==> config.mk <==
export PLATFORM = sky130hd
export DESIGN_NAME = decode_scoreboard_stage
export DESIGN_NICKNAME = d
export VERILOG_FILES = /design/src/rtl/decode_scoreboard_stage.sv
export SDC_FILE = /design/constraint.sdc
export NUM_CORES = 1
export LEC_CHECK = 0
export ABC_AREA = 1
export CAP_MARGIN = 5
export CELL_PAD_IN_SITES_DETAIL_PLACEMENT = 1
export CELL_PAD_IN_SITES_GLOBAL_PLACEMENT = 2
export CORE_AREA = 2 2 185 187
export CTS_BUF_LIST = sky130_fd_sc_hd__clkbuf_8
export CTS_CLUSTER_SIZE = 30
export DETAILED_ROUTE_END_ITERATION = 16
export DIE_AREA = 0 0 187 189
export PLACE_DENSITY = 0.83
export SLEW_MARGIN = 20
export SYNTH_ARGS = -nofsm -noshare
export SYNTH_HDL_FRONTEND = slang
export SYNTH_SLANG_ARGS = --single-unit
export TNS_END_PERCENT = 20
==> constraint.sdc <==
create_clock -name clk -period 4.5 [get_ports clk]
set_input_delay 0.9 -clock clk [delete_from_list [all_inputs] [get_ports clk]]
set_output_delay 0.9 -clock clk [all_outputs]
set_load 0.01 [all_outputs]
==> run_1/zoom.png <==
Bar = 10 µm. Window x 120 to 160, y 27 to 67 µm. Cells in gray, sequential cells in the stronger gray; small squares are vias.
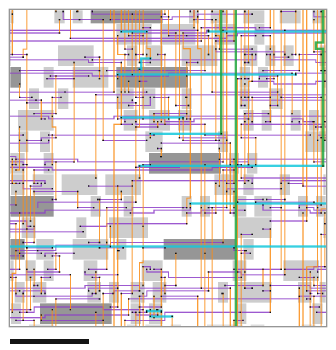
met3 -> cyan
met4 -> green
met1 -> purple
met2 -> orange
sequential cells in the window = 6
most frequent = inv_1 (18), nand2_1 (16)
cells with their middle in the window = 97

==> run_1/final_congestion.png <==
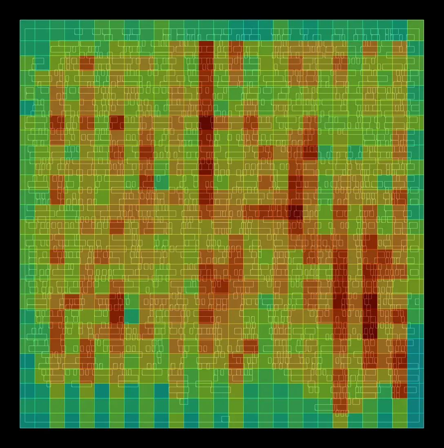
M2 GR Usage: 39.8%
Final Util: 43.6%

==> run_1/met1.png <==
Bar = 50 µm. Supply wires on this layer in gray.
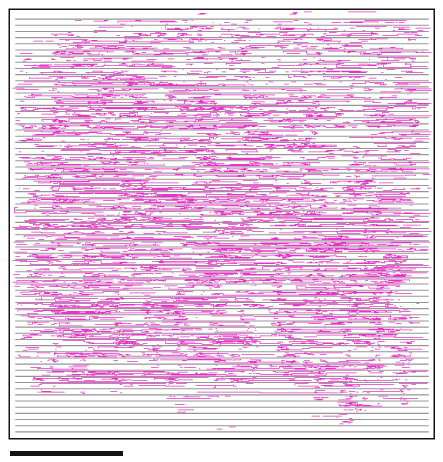
longest straight run = 58.2 µm
main direction = horizontal
share of all routed wire = 47%
nets with wire on the layer = 1617
via count: 11430
GRT met1 Usage: 32.8%
WL final: 41900 µm

==> reports/metrics.csv, run 1 <==
metric,value,unit
combPwrFrac,26.4,%
antenna_found_initial,0,
path_class,in -> out,
ios,153,
cts_resized,0,
dr.pass1.iters,5,
syn-instance-count,1537,
ys_cells,1537,
cts_buffers,42,
n_fill_cell,4130,
post_cts_buffers,0,
cp_top_family,buffers and inverters,
netlist-cell-type-count,32,
yosys-stat-area,11800,µm²
powerDensity,431,nW/µm²
grt_usage,24.0,%
crit_path_frequent_cell,nand2_1,
p_total,6.26,mW
critical_path.cell_chain,clkdlybuf4s50_1 > inv_2 > nor2_1 > nand2_1 > nand2_1 > nand2_1 > nand2_1 > nor2_1 > nand2_1 > nand2_1 > a21oi_4 > nand3_1 > nand2_1 > inv_1 > clkdlybuf4s50_1,
grt_max_degree,94,
clk_path_buf_depth,3,
seq_power_share,42.5,%
hpwlAfterDp,26200,µm
cts.sink_count,221,
rsz0062_at_grt,no,
run_status,"finished, final reports clean",
cts-htree-levels,2,
ant_nets,0,
r2r_slack,1.86,ns
avgViaCountPerCell,5.36,
cts_hold_buf,0,
finalClockSkew,0.0241,ns
grt_pass1_wl,67100,µm
pwr-share-clk,31.1,%
slew_headroom,32.6,%
drive_above_1_share,7.06,%
remaining_drc_errors,0,
grt_pass1_vias,11746,
wire_per_inst,19.7,µm
slowest_delay,0.58,ns
-- run 1: synthesized netlist by cell type, types with 5 or more instances --
| cell type | n | area [µm²] |
|---|---|---|
| nor2_1 | 81 | 304 |
| inv_1 | 116 | 435 |
| dfrtp_1 | 221 | 5530 |
| nand3_1 | 79 | 395 |
| a31oi_1 | 16 | 100 |
| o22ai_1 | 11 | 68.8 |
| inv_2 | 8 | 30.0 |
| xor2_1 | 8 | 70.1 |
| clkbuf_1 | 92 | 345 |
| nand3b_1 | 6 | 45.0 |
| ha_1 | 27 | 338 |
| nand2_1 | 381 | 1430 |
| buf_1 | 5 | 18.8 |
| nand4_1 | 13 | 81.3 |
| o21ai_0 | 298 | 1490 |
| a221oi_1 | 18 | 158 |
| nand2_2 | 8 | 50.1 |
| o211ai_1 | 32 | 240 |
| a21oi_1 | 97 | 485 |
-- run 1: through the flow --
| stage | util (%) | setup WS, ns | cells |
|---|---|---|---|
| after CTS | 43.6 | 0.425 | 2133 |
| after global placement | 41.2 | 0.504 | 2065 |
| final | 43.6 | 0.398 | 2133 |
| after global routing | 43.6 | 0.215 | 2133 |
| after detailed placement | 41.2 | 0.434 | 2065 |
| after floorplan | - | 1.54 | 1537 |
-- run 1: cell families (layout without fill, tap and decap cells) --
logic type / count (synthesis) / count (layout) / share of synthesized area (%)
xor gates and xnor gates: 9 / 9 / 0.668
and+or+nand+nor: 580 / 580 / 20.6
DFF: 221 / 221 / 46.9
buffers and inverters: 227 / 375 / 7.37
adders and majority gates: 27 / 27 / 2.86
AOI/OAI and AO/OA: 473 / 473 / 21.7
-- run 1: cell usage in the layout (no fill, tap or decap), types with 29 or more instances in the layout --
master / instances
a21oi_1: 97
buf_4: 29
clkbuf_8: 54
clkdlybuf4s50_1: 146
dfrtp_1: 221
inv_1: 126
nand2_1: 381
nand3_1: 79
nor2_1: 81
o211ai_1: 32
o21ai_0: 298
-- run 1: power by group through the flow --
stage / Combinational (mW) / Sequential, mW / Clock (mW)
3_3_place_gp: 1.62 / 2.67 / 0
6_report: 1.65 / 2.66 / 1.95
2_1_floorplan: 0.988 / 2.65 / 0
3_5_place_dp: 1.66 / 2.69 / 0
5_1_grt: 1.89 / 2.71 / 2.09
4_1_cts: 1.67 / 2.66 / 2.01
-- run 1: layer usage --
metal	GRT usage [%]	wire [µm]	vias to the layer above
met5	0	0	-
met4	6.32	819	0
met3	3.82	1930	56
met2	39.8	19400	278
met1	32.8	19800	5721
li1	-	-	5375
-- run 1: final cells by class --
class	instances	area, µm²	share of cell area [%]
well taps	448	561	3.86
clock inverters	14	60.1	0.414
inverters	125	470	3.24
multi-input cells	1089	5400	37.2
flip-flops and latches	221	5530	38.1
clock buffers	54	743	5.12
repair buffers	182	1740	12.0
==> run 2: changes to the inputs <==
--- a/config.mk
+++ b/config.mk
@@ -19,4 +19,4 @@
 export SYNTH_ARGS = -nofsm -noshare
 export SYNTH_HDL_FRONTEND = slang
 export SYNTH_SLANG_ARGS = --single-unit
-export TNS_END_PERCENT = 20
+export TNS_END_PERCENT = 30
==> reports/metrics.csv, run 2 <==
metric,value,unit,change
grt_overflow_total,0,,
grt_pass1_vias,11746,,unchanged
cts_hold_buf,0,,unchanged
run_status,"finished, final reports clean",,
finish.utilization,43.6,%,unchanged
totalWireLength,41900,µm,unchanged
fin_cells,2133,,unchanged
cts.sink_count,221,,unchanged
lay_top_count,nand2_1,,
worst_slack,0.398,ns,unchanged
finalClockSkew,0.0241,ns,unchanged
place_inst,2065,,unchanged
hpwlAfterDp,26200,µm,unchanged
clk_path_buf_depth,3,,unchanged
area_leaders,"dfrtp_1 47%, o21ai_0 13%, nand2_1 12%",,
vias,11430,,unchanged
rsz0062_at_grt,no,,
place_ws,0.434,ns,unchanged
largest_area_cell,dfrtp_1,,
syn-instance-count,1537,,unchanged
drive_above_1_share,7.06,%,unchanged
path_class,in -> out,,
yosys-stat-area,11800,µm²,unchanged
slew_headroom,32.6,%,unchanged
ant_nets,0,,unchanged
antenna_found_initial,0,,unchanged
fin_setup_tns,0,ns,
ys_cells,1537,,unchanged
common_cells,"381 x nand2_1, 298 x o21ai_0, 221 x dfrtp_1",,
grt_max_degree,94,,unchanged
grt_pass1_wl,67100,µm,unchanged
mostFrequentLayoutCells,"381 x nand2_1, 298 x o21ai_0, 221 x dfrtp_1",,
cts-htree-levels,2,,unchanged
post_cts_buffers,0,,unchanged
ios,153,,unchanged
cts_buffers,42,,unchanged
cts_resized,0,,unchanged
netlist-cell-type-count,32,,unchanged
==> run 2: cell counts in the layout (fill, tap and decap cells not counted) <==
No cell type changed its count.
==> run 2: per-layer routing <==
metal	vias up	GRT usage, %	part of all wire (%)
met2	278	39.8	46
met5	-	0	0
met4	0	6.32	2.0
met3	56	3.82	4.6
li1	5375	-	-
met1	5721	32.8	47
==> run 2: worst max-delay path, cell delays in order <==
cell	delay, ns
clkdlybuf4s50_1	0.58
inv_2	0.10
nor2_1	0.24
nand2_1	0.13
nand2_1	0.07
nand2_1	0.05
nand2_1	0.08
nor2_1	0.05
nand2_1	0.05
nand2_1	0.11
a21oi_4	0.18
nand3_1	0.10
nand2_1	0.07
inv_1	0.04
clkdlybuf4s50_1	0.46
==> run 2: area by class of cell <==
type	count	area, µm²
Clock buffer	54	743
Clock inverter	14	60.1
Fill cell	4130	18800
Inverter	125	470
Multi-Input combinational cell	1089	5400
Sequential cell	221	5530
Tap cell	448	561
Timing Repair Buffer	182	1740
==> run 2: kinds of logic (layout without fill, tap and decap cells) <==
| group | after synthesis | count (layout) | synth area share (%) |
|---|---|---|---|
| AND/OR/NAND/NOR | 580 | 580 | 20.6 |
| buffers and inverters | 227 | 375 | 7.37 |
| XOR/XNOR | 9 | 9 | 0.668 |
| flip-flops | 221 | 221 | 46.9 |
| AND-OR/OR-AND | 473 | 473 | 21.7 |
| adder cells (fa/ha/maj) | 27 | 27 | 2.86 |
==> run 2: stage by stage <==
stage          hold WS [ns]  total power [mW]
5_1_grt               0.344              6.70
4_1_cts               0.313              6.34
3_5_place_dp          0.464              4.35
2_1_floorplan         0.453              3.64
3_3_place_gp          0.461              4.29
6_report              0.280              6.26
==> run 2: where the power goes <==
part	leakage, nW	internal [mW]	switching [mW]
clock	0.459	1.06	0.881
sequential	2.75	2.38	0.282
combinational	3.44	0.681	0.971
total	6.65	4.13	2.13
==> run_2/final_congestion.png <==
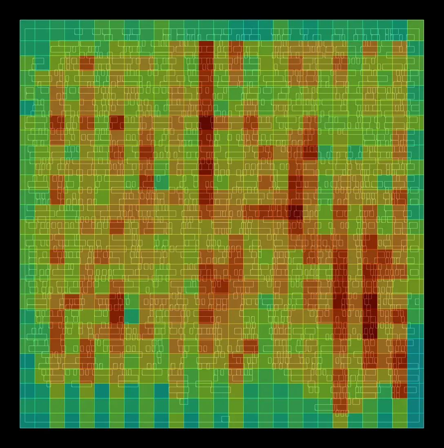
gr usage total: 24.0%
routed len/inst: 19.7 µm
busiest grt layer: met2
M3 GR Usage: 3.82%

==> run_2/zoom.png <==
Bar = 10 µm. Window x 120 to 160, y 27 to 67 µm. Cells in gray, sequential cells in the stronger gray; small squares are vias.
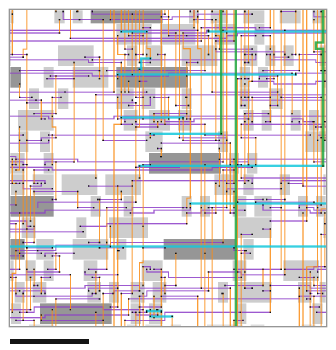
met4 -> green
met1 -> purple
met2 -> orange
met3 -> cyan
sequential cells in the window = 6
most frequent = inv_1 (18), nand2_1 (16)
cells with their middle in the window = 97

==> run_2/met1.png <==
Bar = 50 µm. Supply wires on this layer in gray.
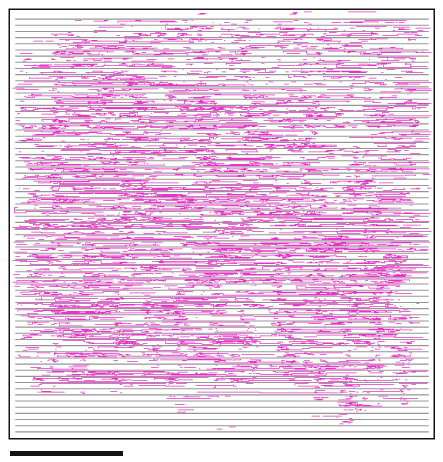
main direction = horizontal
wire length on this layer = 19800 µm
longest straight run = 58.2 µm
share of all routed wire = 47%
nets with wire on the layer = 1617

Power is estimated from default activity; no workload was simulated.
